### config.mk
export PLATFORM = sky130hd
export DESIGN_NAME = riscv_muldiv
export DESIGN_NICKNAME = d
export VERILOG_FILES = /design/src/rtl/riscv_muldiv.sv
export SDC_FILE = /design/constraint.sdc
export NUM_CORES = 1
export LEC_CHECK = 0
export ABC_AREA = 1
export CORE_UTILIZATION = 29
export DETAILED_ROUTE_END_ITERATION = 8
export PLACE_DENSITY_LB_ADDON = 0.08
export SYNTH_ARGS = -nofsm -noshare
export SYNTH_HDL_FRONTEND = slang
export SYNTH_SLANG_ARGS = --single-unit
export TNS_END_PERCENT = 50
### constraint.sdc
create_clock -name clk -period 4.65 [get_ports clk]
set_input_delay 0.6975 -clock clk [delete_from_list [all_inputs] [get_ports clk]]
set_output_delay 0.6975 -clock clk [all_outputs]
set_load 0.005 [all_outputs]
### src/rtl/riscv_muldiv.sv
// RV32M multiply/divide unit: iterative, one bit per cycle, IDLE/CALC/DONE.
// Ports: clk, rst (sync, active-high), start, op[2:0] (funct3), inA, inB,
//   flush, busy, done (1-cycle pulse), out[31:0] (held until next start).
// Macro RISCV_MULDIV_EARLY_OUT_EN: when defined, divide-by-zero, signed
//   overflow and multiply-by-zero finish one cycle after start.
module riscv_muldiv (
  input  logic        clk,
  input  logic        rst,
  input  logic        start,
  input  logic [2:0]  op,
  input  logic [31:0] inA,
  input  logic [31:0] inB,
  input  logic        flush,
  output logic        busy,
  output logic        done,
  output logic [31:0] out
);

  localparam logic [1:0] S_IDLE = 2'd0;
  localparam logic [1:0] S_CALC = 2'd1;
  localparam logic [1:0] S_DONE = 2'd2;

  logic [1:0]  r_state;
  logic [4:0]  r_cnt;
  logic        r_fin;
  logic [2:0]  r_op;
  logic [31:0] r_ina;
  logic [31:0] r_hi;
  logic [31:0] r_lo;
  logic [31:0] r_b;
  logic        r_neg;
  logic        r_divz;
  logic [31:0] r_out;
`ifdef RISCV_MULDIV_EARLY_OUT_EN
  logic        r_early;
  logic        w_early;
`endif

  // operand decode at the accepting edge
  logic        w_a_sgn;
  logic        w_b_sgn;
  logic        w_a_neg;
  logic        w_b_neg;
  logic [31:0] w_a_mag;
  logic [31:0] w_b_mag;
  logic        w_neg;

  assign w_a_sgn = (op == 3'd1) || (op == 3'd2) ||
                   (op == 3'd4) || (op == 3'd6);
  assign w_b_sgn = (op == 3'd1) || (op == 3'd4) ||
                   (op == 3'd6);
  assign w_a_neg = w_a_sgn & inA[31];
  assign w_b_neg = w_b_sgn & inB[31];
  assign w_a_mag = w_a_neg ? (32'd0 - inA) : inA;
  assign w_b_mag = w_b_neg ? (32'd0 - inB) : inB;
  // remainder takes the dividend's sign; everything else the xor
  assign w_neg   = (op == 3'd6) ? w_a_neg : (w_a_neg ^ w_b_neg);

`ifdef RISCV_MULDIV_EARLY_OUT_EN
  assign w_early =
    (!op[2] && (inA == 32'd0 || inB == 32'd0)) ||
    (op[2] && inB == 32'd0) ||
    ((op == 3'd4 || op == 3'd6) &&
     inA == 32'h8000_0000 && inB == 32'hFFFF_FFFF);
`endif

  // shift-add step: {hi,lo} is the running product, lo holds multiplier
  logic [32:0] w_sum;
  assign w_sum = {1'b0, r_hi} +
                 (r_lo[0] ? {1'b0, r_b} : 33'd0);

  // restoring step: hi is the partial remainder, lo shifts dividend->quotient
  logic [32:0] w_trial;
  logic        w_ge;
  logic [31:0] w_diff;
  assign w_trial = {r_hi, r_lo[31]};
  assign w_ge    = w_trial >= {1'b0, r_b};
  assign w_diff  = w_trial[31:0] - r_b;

  // final sign correction and special cases
  logic [63:0] w_prod;
  logic [63:0] w_prod_s;
  logic [31:0] w_q;
  logic [31:0] w_r;
  logic [31:0] w_result;

  assign w_prod   = {r_hi, r_lo};
  assign w_prod_s = r_neg ? (64'd0 - w_prod) : w_prod;
  assign w_q      = r_neg ? (32'd0 - r_lo) : r_lo;
  assign w_r      = r_neg ? (32'd0 - r_hi) : r_hi;

  always_comb begin
    w_result = 32'd0;
    case (r_op)
      3'd0:    w_result = w_prod_s[31:0];
      3'd1,
      3'd2,
      3'd3:    w_result = w_prod_s[63:32];
      3'd4,
      3'd5:    w_result = r_divz ? 32'hFFFF_FFFF : w_q;
      default: w_result = r_divz ? r_ina : w_r;
    endcase
  end

  logic w_last;
`ifdef RISCV_MULDIV_EARLY_OUT_EN
  assign w_last = r_fin | r_early;
`else
  assign w_last = r_fin;
`endif

  always_ff @(posedge clk) begin
    if (rst) begin
      r_state <= S_IDLE;
      r_cnt   <= 5'd0;
      r_fin   <= 1'b0;
      r_op    <= 3'd0;
      r_ina   <= 32'd0;
      r_hi    <= 32'd0;
      r_lo    <= 32'd0;
      r_b     <= 32'd0;
      r_neg   <= 1'b0;
      r_divz  <= 1'b0;
      r_out   <= 32'd0;
`ifdef RISCV_MULDIV_EARLY_OUT_EN
      r_early <= 1'b0;
`endif
    end else if (flush) begin
      r_state <= S_IDLE;
      r_cnt   <= 5'd0;
      r_fin   <= 1'b0;
    end else begin
      case (r_state)
        S_IDLE: begin
          if (start) begin
            r_state <= S_CALC;
            r_cnt   <= 5'd0;
            r_fin   <= 1'b0;
            r_op    <= op;
            r_ina   <= inA;
            r_hi    <= 32'd0;
            r_lo    <= w_a_mag;
            r_b     <= w_b_mag;
            r_neg   <= w_neg;
            r_divz  <= op[2] & (inB == 32'd0);
`ifdef RISCV_MULDIV_EARLY_OUT_EN
            r_early <= w_early;
            // zero product without iterating
            if (w_early && !op[2])
              r_lo <= 32'd0;
`endif
          end
        end
        S_CALC: begin
          if (w_last) begin
            r_out   <= w_result;
            r_state <= S_DONE;
            r_fin   <= 1'b0;
          end else begin
            if (!r_op[2]) begin
              r_hi <= w_sum[32:1];
              r_lo <= {w_sum[0], r_lo[31:1]};
            end else begin
              r_hi <= w_ge ? w_diff : w_trial[31:0];
              r_lo <= {r_lo[30:0], w_ge};
            end
            r_cnt <= r_cnt + 5'd1;
            if (r_cnt == 5'd31)
              r_fin <= 1'b1;
          end
        end
        default: begin
          r_state <= S_IDLE;
        end
      endcase
    end
  end

  assign busy = (r_state != S_IDLE);
  assign done = (r_state == S_DONE);
  assign out  = r_out;

endmodule

==> tab_implementation.tex, run 1 <==
% Table of physical implementation metrics
\begin{tabular}{lr}
\hline
Metric & Value \\
\hline
\multicolumn{2}{l}{\textbf{Clock network}} \\
\quad Clock slew at reported path FFs & about 0.08 ns \\
\quad Deepest clock path buffer count & 2 \\
\quad Clock tree from TritonCTS & yes \\
\quad Maximum level of the CTS H-tree & 4 \\
\quad Buffers inserted during post-CTS setup optimization & 0 \\
\quad Hold-fix buffer count after cts & 0 \\
\quad Clock root buffer & sky130\_fd\_sc\_hd\_\_clkbuf\_16 \\
\multicolumn{2}{l}{\textbf{Pwr}} \\
\quad Seq power & about 1.7 mW \\
\quad Power of the combinational group & $\sim$1.3 mW \\
\quad Maximum vdd drop & just over 0.3 mV \\
\quad Switching part of the total & around 40\% \\
\quad Switching power total & between 1.5 and 2 mW \\
\quad Power per standard cell area & about 220 mW/mm\^{}2 \\
\quad Clock network power consumption & roughly 1.5 mW \\
\quad Clock network power share & between 30\% and 40\% \\
\quad Pwr Total & 4.376 mW \\
\quad Top power group & sequential cells \\
\quad Internal power & around 2.6 mW \\
\quad Share of power burned in combinational logic & 28.5\% \\
\quad Reported leakage power & between 10 and 15 nW \\
\multicolumn{2}{l}{\textbf{Logic synthesis}} \\
\quad Synth Net Count & $\sim$3,400 \\
\quad Cell Area, Synth & roughly 0.018 sq mm \\
\quad Yosys warning tally & 0 \\
\quad Yosys adder share & 5.134\% \\
\quad Proportion of netlist area held by the largest area contributor & 19.41\% \\
\quad Largest family of logic cells by area & simple AND/OR/NAND/NOR gates \\
\quad Async set-reset flop share out of synthesis & 0\% \\
\quad Number of enable-type register cells in the synthesized netlist & 0 \\
\quad Mux cell area share after synthesis & 0\% \\
\quad Number of cell instances after yosys synthesis & 3,248 \\
\quad Share of the synthesized netlist area taken by xor and xnor gates & between 3 and 4\% \\
\quad Mapped Cells & about 3,200 \\
\quad Post-synth top flop & sky130\_fd\_sc\_hd\_\_dfxtp\_1 \\
\quad Share of synthesized cell area in and, or, nand and nor gates & between 40\% and 50\% \\
\quad Fraction of the mapped netlist area in compound gates & a little under a fifth \\
\quad Count of distinct cell types in the synthesized netlist & approximately 47 \\
\quad Share of the yosys chip area belonging to registers & 19.41\% \\
\quad Synth top cells by count & 877 x sky130\_fd\_sc\_hd\_\_nand2\_1, 474 x sky130\_fd\_sc\_hd\_\_inv\_1, 383 x sky130\_fd\_sc\_hd\_\_nor2\_1, 309 x sky130\_fd\_sc\_hd\_\_nand3\_1, 256 x sky130\_fd\_sc\_hd\_\_o21ai\_0 \\
\quad Most repeated cell in the gate-level netlist after synthesis & sky130\_fd\_sc\_hd\_\_nand2\_1 \\
\quad Synthesis-stage register bit count & 173 \\
\quad Library cell occupying the most area in the post-synthesis netlist & sky130\_fd\_sc\_hd\_\_dfxtp\_1 \\
\quad Synth area leaders & sky130\_fd\_sc\_hd\_\_dfxtp\_1 19\%, sky130\_fd\_sc\_hd\_\_nand2\_1 18\%, sky130\_fd\_sc\_hd\_\_inv\_1 10\%, sky130\_fd\_sc\_hd\_\_nand3\_1 8.7\%, sky130\_fd\_sc\_hd\_\_nor2\_1 8.1\% \\
\multicolumn{2}{l}{\textbf{Final layout}} \\
\quad Number of nets at the end of the flow & between 3,000 and 4,000 \\
\quad Util after Layout & roughly a third \\
\quad ClkCell Share & approximately 2.8\% \\
\quad Fill cell total of the finished layout & about 7,000 \\
\quad Number of multi-input logic gates & 2,471 \\
\quad Most common logic cells in the final layout & 877 x sky130\_fd\_sc\_hd\_\_nand2\_1, 474 x sky130\_fd\_sc\_hd\_\_inv\_1, 381 x sky130\_fd\_sc\_hd\_\_nor2\_1, 309 x sky130\_fd\_sc\_hd\_\_nand3\_1, 256 x sky130\_fd\_sc\_hd\_\_o21ai\_0 \\
\quad Data buffer area share & about 6.3\% \\
\quad Layout cell share with drive strength beyond 1 & around 3.7\% \\
\quad Commonest Layout Cell & sky130\_fd\_sc\_hd\_\_nand2\_1 \\
\quad Area occupied by registers & between 0.003 and 0.004 sq mm \\
\quad Count of inverters not on the clock network in the layout & between 400 and 500 \\
\quad ANT cells & 0 \\
\quad Multi-input gate area & roughly 0.012 sq mm \\
\quad Share of the final layout cell area in multi-input gates & between 50\% and 60\% \\
\quad Fraction of area in registers & 17.18\% \\
\quad Non-filler cells, final & 4,076 \\
\multicolumn{2}{l}{\textbf{Timing}} \\
\quad Crit share post-route & between 70 and 80\% \\
\quad RSZ-0062 raised after global routing & no \\
\quad Time the final worst path needs with I/O delays and setup & between 3 and 4 ns \\
\quad Max frequency & slightly below 0.3 GHz \\
\quad Max Clock Skew & between 0.015 and 0.02 ns \\
\quad Number of failing setup endpoints in the final timing report & 0 \\
\quad Pins Over Slew Limit & 0 \\
\quad Worst hold margin & roughly 0.48 ns \\
\quad Total count of hold-check failures in the final report & 0 \\
\quad Worst slew slack as a fraction of its limit & approximately a third \\
\quad Post-route setup TNS & 0 ns \\
\quad Least-Margin Pin Slew & about 1 ns \\
\multicolumn{2}{l}{\textbf{Floorplan}} \\
\quad Core Area & 0.06058 sq mm \\
\quad Rows & about 90 \\
\quad Core utilization at floorplan & about 29\% \\
\quad Count of pins on the block boundary & roughly 110 \\
\quad Die Y-Extent & around 250 microns \\
\quad Die extent in x & 250.0 microns \\
\quad Die Outline Area & between 0.06 and 0.07 sq mm \\
\multicolumn{2}{l}{\textbf{Critical path}} \\
\quad Worst R2R Setup Slack & 1.26 ns \\
\quad Data arrival at the endpoint of the critical path & about 3.8 ns \\
\quad Depth of the critical timing path with buffers and inverters included & 14 \\
\quad Worst R2R Path Depth & 14 \\
\quad Family with the most delay on the worst path & simple AND/OR/NAND/NOR gates \\
\quad Launch point of the worst path & r\_lo[0]\$\_SDFFE\_PP0P\_ \\
\quad Largest fanout of any net on the critical path & 30 \\
\quad Type of element launching the critical path & flop \\
\quad Slowest stage cell, crit path & sky130\_fd\_sc\_hd\_\_o21ai\_0 \\
\quad Crit Reg-Reg Startpoint & r\_lo[0]\$\_SDFFE\_PP0P\_ \\
\quad Endpoint required time on the critical path & 5.07 ns \\
\quad Capturing instance or port of the critical path & r\_hi[16]\$\_SDFFE\_PP0P\_ \\
\quad CP Cell Sequence & buf\_4, nand2\_1, inv\_1, ha\_1, nand2\_1, nor2\_1, inv\_1, nor3\_1, nand3\_1, nand3\_1, nor2\_1, o21ai\_0, nand3\_1, a21oi\_1 \\
\quad Crit end category & flop \\
\quad Crit path buffers/inverters & 3 \\
\quad Crit path largest cell delay & roughly 0.49 ns \\
\quad Path type of the worst setup path & reg2reg \\
\quad Worst r2r dst & r\_hi[16]\$\_SDFFE\_PP0P\_ \\
\quad Crit path top cell by count & sky130\_fd\_sc\_hd\_\_nand3\_1 \\
\multicolumn{2}{l}{\textbf{Global route}} \\
\quad Largest net degree at the start of global routing & 92 \\
\quad Global routing met2 resource utilization & 36.10\% \\
\quad Initial antenna violation count & 1 \\
\quad Grt peak-use layer & met1 \\
\quad Global-route wire length before repair & roughly 130,000 microns \\
\quad Number of global-route vias before repair & around 19,000 \\
\quad Aggregate global routing overflow & 0 \\
\quad Met3 track utilization from global routing & under 10\% \\
\quad Overall track demand over capacity in global routing & 27.01\% \\
\multicolumn{2}{l}{\textbf{Run status}} \\
\quad Result of the run & complete, no violations \\
\multicolumn{2}{l}{\textbf{Placement}} \\
\quad Area of placed instances & about 0.020 sq mm \\
\quad Quantity of I/O buffers inserted on ports & 104 \\
\quad Global placer's final weighted congestion & a little under 1 \\
\quad Final HPWL from detailed placement & 67,890 microns \\
\quad Placed Cells incl. Taps & about 4,000 \\
\quad Minimum setup slack after placement & around 1.4 ns \\
\multicolumn{2}{l}{\textbf{Hold path}} \\
\quad Path class of the lowest-slack min-delay path & reg2reg \\
\quad Number of stages on the worst hold path & 2 \\
\quad Worst min-delay path endpoint & r\_cnt[4]\$\_SDFFE\_PP0P\_ \\
\quad Startpoint of the worst hold path & r\_cnt[4]\$\_SDFFE\_PP0P\_ \\
\multicolumn{2}{l}{\textbf{Job}} \\
\quad \# Max-Cap Violations & 0 \\
\multicolumn{2}{l}{\textbf{Routing}} \\
\quad Amount of wire on met3 after detailed routing & 6467 microns \\
\quad Met2 wirelength from detailed routing & $\sim$33,000 microns \\
\quad Routed wirelength normalized by instance count & roughly 21 microns \\
\quad Wire length reported by the detailed router & 85,210 microns \\
\quad Via total after detailed routing & between 20,000 and 25,000 \\
\quad WL met1 & $\sim$44,000 microns \\
\quad Via density per instance & 5.244 \\
\quad Remaining antenna violation count after routing & 0 \\
\quad Top routing layer in use & met4 \\
\quad Length of the first detailed-routing pass in iterations & 6 \\
\quad Iteration-0 DRC count of the detailed router & approximately 2,300 \\
\hline
\end{tabular}
Figure 1. The clock network (run 1).
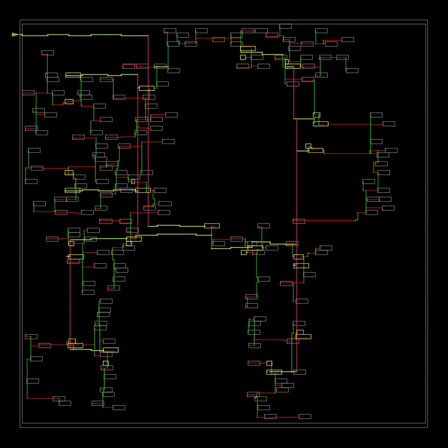
number of clock sinks seen by CTS: 173
number of clock buffers inserted by TritonCTS: 17
Clock buffer cells: 19
clock insertion delay at the later pin of the skew report: 0.51 ns
Seq cells: 173

Figure 2. Met2 routing (run 1).
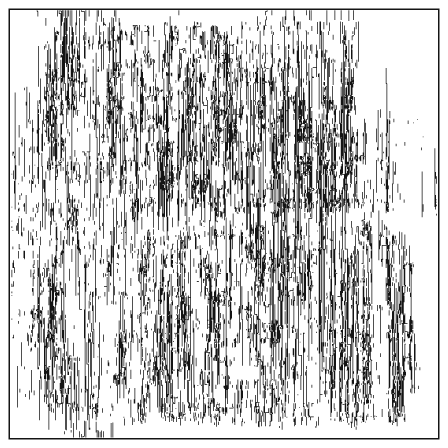
main direction: vertical
longest straight run: 105 microns
share of all routed wire: 38%
nets with wire on the layer: 2,571
wire length on this layer: 32.6 mm

Figure 3. Drive-strength map (run 1).
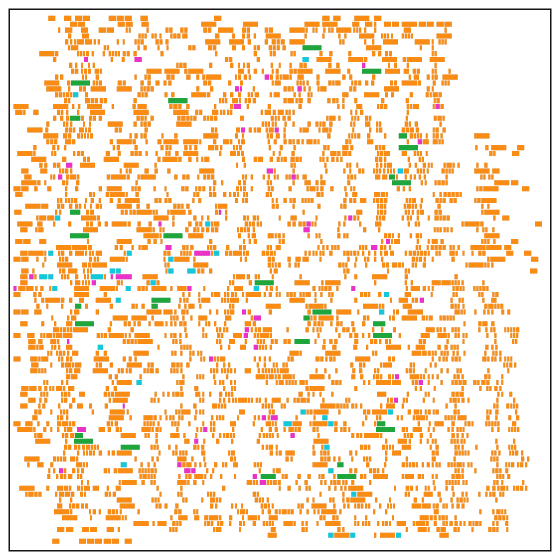
legend:
  magenta:
    size: drive 2
    cells: 56
    share: 1.7%
    most_used: nor2_2
  cyan:
    size: drive 3 to 4
    cells: 37
    share: 1.1%
    most_used: buf_4
  orange:
    size: drive 1 or less
    cells: 3,171
    share: 96%
    most_used: nand2_1
  green:
    size: drive 6 and up
    cells: 30
    share: 0.91%
    most_used: clkbuf_16
area growth from synthesis to final layout: 13.07%
final design instance area without fill: 0.02017 sq mm
Final WS setup: 1.260 ns
non-clock buffer total of the final layout: 135

## Run 2: what changed since run 1
==> constraint.sdc (replaced) <==
create_clock -name clk -period 3.1 [get_ports clk]
set_input_delay 0.465 -clock clk [delete_from_list [all_inputs] [get_ports clk]]
set_output_delay 0.465 -clock clk [all_outputs]
set_load 0.005 [all_outputs]
Figure 4. Drive-strength map (run 2).
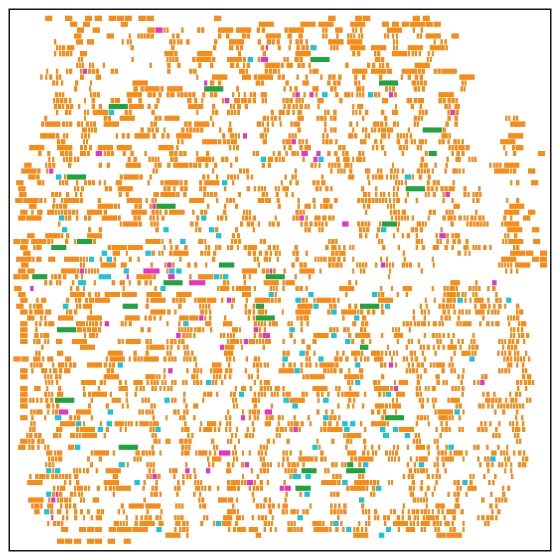
legend:
  green:
    size: drive 6 and up
    cells: 29
    share: 0.86%
    most_used: clkbuf_16
  magenta:
    size: drive 2
    cells: 59
    share: 1.8%
    most_used: nor2_2
  orange:
    size: drive 1 or less
    cells: 3,171
    share: 94%
    most_used: nand2_1
  cyan:
    size: drive 3 to 4
    cells: 101
    share: 3.0%
    most_used: buf_4
area growth from synthesis to final layout: 16.10%
Final WS setup: 0.2120 ns

Figure 5. The clock network (run 2).
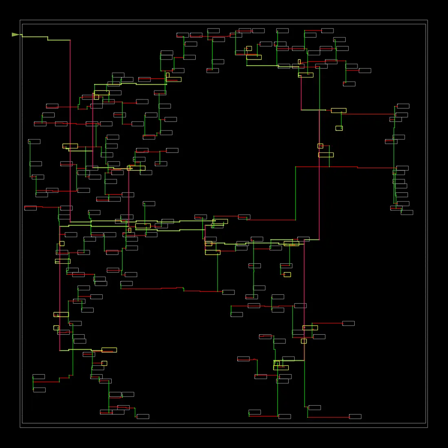
clock network power consumption: 2.19 mW
Max Clock Skew: 0.02472 ns

==> run 2 against run 1 <==
Against the previous run: design area grew 2.7%; critical endpoint unchanged; largest power group unchanged; non-clock buffer count is 66 higher; sequential share of layout area down 0.45 points.
==> tab_implementation.tex, run 2 <==
% Table of physical implementation metrics
\begin{tabular}{lr}
\hline
Metric & Value \\
\hline
\multicolumn{2}{l}{\textbf{Global route}} \\
\quad Overall track demand over capacity in global routing & 27.74\% (was 27.01\%) \\
\quad Initial antenna violation count & 2 (was 1) \\
\quad Global routing met2 resource utilization & 36.35\% (was 36.10\%) \\
\quad Number of global-route vias before repair & 19,320 (was 19,340) \\
\quad Grt peak-use layer & met1 (unchanged) \\
\quad Global-route wire length before repair & 128,500 microns (was 126,200 microns) \\
\quad Aggregate global routing overflow & 0 (unchanged) \\
\quad Largest net degree at the start of global routing & 92 (unchanged) \\
\multicolumn{2}{l}{\textbf{Final layout}} \\
\quad ClkCell Share & 2.628\% (was 2.847\%) \\
\quad Number of multi-input logic gates & 2,471 (unchanged) \\
\quad Area occupied by registers & 0.003466 sq mm (unchanged) \\
\quad Layout cell share with drive strength beyond 1 & 5.625\% (was 3.734\%) \\
\quad Non-clock buffer total of the final layout & 201 (was 135) \\
\quad Share of the final layout cell area in multi-input gates & 58.28\% (was 59.84\%) \\
\quad Util after Layout & 34.19\% (was 33.29\%) \\
\quad Clock buffer cells & 19 (unchanged) \\
\quad Number of nets at the end of the flow & 3,490 (was 3,424) \\
\quad Most common logic cells in the final layout & 877 x sky130\_fd\_sc\_hd\_\_nand2\_1, 474 x sky130\_fd\_sc\_hd\_\_inv\_1, 380 x sky130\_fd\_sc\_hd\_\_nor2\_1, 309 x sky130\_fd\_sc\_hd\_\_nand3\_1, 256 x sky130\_fd\_sc\_hd\_\_o21ai\_0 (was 877 x sky130\_fd\_sc\_hd\_\_nand2\_1, 474 x sky130\_fd\_sc\_hd\_\_inv\_1, 381 x sky130\_fd\_sc\_hd\_\_nor2\_1, 309 x sky130\_fd\_sc\_hd\_\_nand3\_1, 256 x sky130\_fd\_sc\_hd\_\_o21ai\_0) \\
\quad Commonest Layout Cell & sky130\_fd\_sc\_hd\_\_nand2\_1 (unchanged) \\
\quad Multi-input gate area & 0.01207 sq mm (unchanged) \\
\quad Fill cell total of the finished layout & 6,949 (was 6,970) \\
\quad Seq cells & 173 (unchanged) \\
\quad ANT cells & 0 (unchanged) \\
\quad Non-filler cells, final & 4,142 (was 4,076) \\
\quad Fraction of area in registers & 16.73\% (was 17.18\%) \\
\quad Count of inverters not on the clock network in the layout & 483 (unchanged) \\
\quad Final design instance area without fill & 0.02071 sq mm (was 0.02017 sq mm) \\
\quad Data buffer area share & 8.881\% (was 6.290\%) \\
\multicolumn{2}{l}{\textbf{Routing}} \\
\quad Length of the first detailed-routing pass in iterations & 6 (unchanged) \\
\quad Via density per instance & 5.217 (was 5.244) \\
\quad Wire length reported by the detailed router & 87,360 microns (was 85,210 microns) \\
\quad WL met1 & 45,420 microns (was 44,480 microns) \\
\quad Iteration-0 DRC count of the detailed router & 2,239 (was 2,268) \\
\quad Remaining antenna violation count after routing & 0 (unchanged) \\
\quad Via total after detailed routing & 21,610 (was 21,370) \\
\quad Routed wirelength normalized by instance count & 21.09 microns (was 20.91 microns) \\
\quad Met2 wirelength from detailed routing & 33,020 microns (was 32,580 microns) \\
\multicolumn{2}{l}{\textbf{Logic synthesis}} \\
\quad Share of synthesized cell area in and, or, nand and nor gates & 40.92\% (unchanged) \\
\quad Synth area leaders & sky130\_fd\_sc\_hd\_\_dfxtp\_1 19\%, sky130\_fd\_sc\_hd\_\_nand2\_1 18\%, sky130\_fd\_sc\_hd\_\_inv\_1 10\%, sky130\_fd\_sc\_hd\_\_nand3\_1 8.7\%, sky130\_fd\_sc\_hd\_\_nor2\_1 8.1\% (unchanged) \\
\quad Number of cell instances after yosys synthesis & 3,248 (unchanged) \\
\quad Cell Area, Synth & 0.01784 sq mm (unchanged) \\
\quad Mux cell area share after synthesis & 0\% (unchanged) \\
\quad Synth Net Count & 3,391 (unchanged) \\
\quad Most repeated cell in the gate-level netlist after synthesis & sky130\_fd\_sc\_hd\_\_nand2\_1 (unchanged) \\
\quad Async set-reset flop share out of synthesis & 0\% (unchanged) \\
\quad Post-synth top flop & sky130\_fd\_sc\_hd\_\_dfxtp\_1 (unchanged) \\
\quad Yosys warning tally & 0 (unchanged) \\
\quad Fraction of the mapped netlist area in compound gates & 18.07\% (unchanged) \\
\quad Yosys adder share & 5.134\% (unchanged) \\
\quad Number of enable-type register cells in the synthesized netlist & 0 (unchanged) \\
\quad Library cell occupying the most area in the post-synthesis netlist & sky130\_fd\_sc\_hd\_\_dfxtp\_1 (unchanged) \\
\quad Count of distinct cell types in the synthesized netlist & 47 (unchanged) \\
\quad Synth top cells by count & 877 x sky130\_fd\_sc\_hd\_\_nand2\_1, 474 x sky130\_fd\_sc\_hd\_\_inv\_1, 383 x sky130\_fd\_sc\_hd\_\_nor2\_1, 309 x sky130\_fd\_sc\_hd\_\_nand3\_1, 256 x sky130\_fd\_sc\_hd\_\_o21ai\_0 (unchanged) \\
\quad Synthesis-stage register bit count & 173 (unchanged) \\
\quad Proportion of netlist area held by the largest area contributor & 19.41\% (unchanged) \\
\quad Share of the yosys chip area belonging to registers & 19.41\% (unchanged) \\
\multicolumn{2}{l}{\textbf{Floorplan}} \\
\quad Core utilization at floorplan & 29.45\% (unchanged) \\
\quad Core Area & 0.06058 sq mm (unchanged) \\
\quad Die extent in x & 250.0 microns (unchanged) \\
\quad Count of pins on the block boundary & 105 (unchanged) \\
\quad Die Outline Area & 0.06251 sq mm (unchanged) \\
\quad Die Y-Extent & 250.0 microns (unchanged) \\
\quad Rows & 90 (unchanged) \\
\multicolumn{2}{l}{\textbf{Pwr}} \\
\quad Power per standard cell area & 318.8 mW/mm\^{}2 (was 216.9 mW/mm\^{}2) \\
\quad Internal power & 3.968 mW (was 2.644 mW) \\
\quad Top power group & sequential cells (unchanged) \\
\quad Maximum vdd drop & 0.5033 mV (was 0.3025 mV) \\
\quad Clock network power share & 33.2\% (was 33.9\%) \\
\quad Share of power burned in combinational logic & 29.7\% (was 28.5\%) \\
\quad Pwr Total & 6.603 mW (was 4.376 mW) \\
\quad Seq power & 2.45 mW (was 1.65 mW) \\
\quad Switching part of the total & 39.91\% (was 39.59\%) \\
\quad Switching power total & 2.635 mW (was 1.732 mW) \\
\quad Reported leakage power & 10.49 nW (was 10.16 nW) \\
\quad Sequential Power Share & 37.1\% (was 37.6\%) \\
\quad Power of the combinational group & 1.96 mW (was 1.25 mW) \\
\multicolumn{2}{l}{\textbf{Critical path}} \\
\quad CP Cell Sequence & buf\_4, nand2\_1, inv\_1, ha\_1, nand2\_1, nor2\_1, inv\_1, nor3\_1, nand3\_1, nand3\_1, nor2\_1, o21ai\_0, nand3\_1, a21oi\_1 (unchanged) \\
\quad Endpoint required time on the critical path & 3.53 ns (was 5.07 ns) \\
\quad Crit path top cell by count & sky130\_fd\_sc\_hd\_\_nand3\_1 (unchanged) \\
\quad Crit path largest cell delay & 0.45 ns (was 0.49 ns) \\
\quad Data arrival at the endpoint of the critical path & 3.32 ns (was 3.81 ns) \\
\quad Crit path buffers/inverters & 3 (unchanged) \\
\quad Worst r2r dst & r\_hi[16]\$\_SDFFE\_PP0P\_ (unchanged) \\
\quad Slowest stage cell, crit path & sky130\_fd\_sc\_hd\_\_dfxtp\_1 (was sky130\_fd\_sc\_hd\_\_o21ai\_0) \\
\quad Worst R2R Setup Slack & 0.21 ns (was 1.26 ns) \\
\quad Capturing instance or port of the critical path & r\_hi[16]\$\_SDFFE\_PP0P\_ (unchanged) \\
\quad Depth of the critical timing path with buffers and inverters included & 14 (unchanged) \\
\quad Crit Reg-Reg Startpoint & r\_lo[0]\$\_SDFFE\_PP0P\_ (unchanged) \\
\quad Worst R2R Path Depth & 14 (unchanged) \\
\quad Family with the most delay on the worst path & simple AND/OR/NAND/NOR gates (unchanged) \\
\quad Crit end category & flop (unchanged) \\
\quad Largest fanout of any net on the critical path & 19 (was 30) \\
\quad Launch point of the worst path & r\_lo[0]\$\_SDFFE\_PP0P\_ (unchanged) \\
\multicolumn{2}{l}{\textbf{Timing}} \\
\quad Total count of hold-check failures in the final report & 0 (unchanged) \\
\quad Post-route setup TNS & 0 ns (unchanged) \\
\quad Worst slew slack as a fraction of its limit & 37.75\% (was 33.08\%) \\
\quad Number of failing setup endpoints in the final timing report & 0 (unchanged) \\
\quad Time the final worst path needs with I/O delays and setup & 2.888 ns (was 3.390 ns) \\
\quad Least-Margin Pin Slew & 0.9337 ns (was 1.004 ns) \\
\quad Worst hold margin & 0.4859 ns (was 0.4828 ns) \\
\quad RSZ-0062 raised after global routing & no (unchanged) \\
\quad Pins Over Slew Limit & 0 (unchanged) \\
\quad Max frequency & 0.3463 GHz (was 0.2950 GHz) \\
\quad Crit share post-route & 93.16\% (was 72.89\%) \\
\multicolumn{2}{l}{\textbf{Hold path}} \\
\quad Path class of the lowest-slack min-delay path & reg2reg (unchanged) \\
\quad Worst min-delay path endpoint & r\_ina[31]\$\_SDFFE\_PP0P\_ (was r\_cnt[4]\$\_SDFFE\_PP0P\_) \\
\quad Number of stages on the worst hold path & 2 (unchanged) \\
\quad Startpoint of the worst hold path & r\_ina[31]\$\_SDFFE\_PP0P\_ (was r\_cnt[4]\$\_SDFFE\_PP0P\_) \\
\multicolumn{2}{l}{\textbf{Clock network}} \\
\quad Clock root buffer & sky130\_fd\_sc\_hd\_\_clkbuf\_16 (unchanged) \\
\quad Clock tree from TritonCTS & yes (unchanged) \\
\quad Hold-fix buffer count after cts & 0 (unchanged) \\
\quad Clock slew at reported path FFs & 0.10 ns (was 0.08 ns) \\
\quad Deepest clock path buffer count & 2 (unchanged) \\
\quad Number of clock sinks seen by CTS & 173 (unchanged) \\
\quad Buffers inserted during post-CTS setup optimization & 0 (unchanged) \\
\quad Number of clock buffers inserted by TritonCTS & 17 (unchanged) \\
\quad Maximum level of the CTS H-tree & 4 (unchanged) \\
\quad Clock insertion delay at the later pin of the skew report & 0.52 ns (was 0.51 ns) \\
\multicolumn{2}{l}{\textbf{Placement}} \\
\quad Area of placed instances & 0.02016 sq mm (was 0.01960 sq mm) \\
\quad Quantity of I/O buffers inserted on ports & 104 (unchanged) \\
\quad Final HPWL from detailed placement & 70,370 microns (was 67,890 microns) \\
\quad Placed Cells incl. Taps & 4,110 (was 4,044) \\
\multicolumn{2}{l}{\textbf{Run status}} \\
\quad Result of the run & complete, no violations (unchanged) \\
\multicolumn{2}{l}{\textbf{Job}} \\
\quad \# Max-Cap Violations & 0 (unchanged) \\
\hline
\end{tabular}
Power and IR drop assume default switching activity.
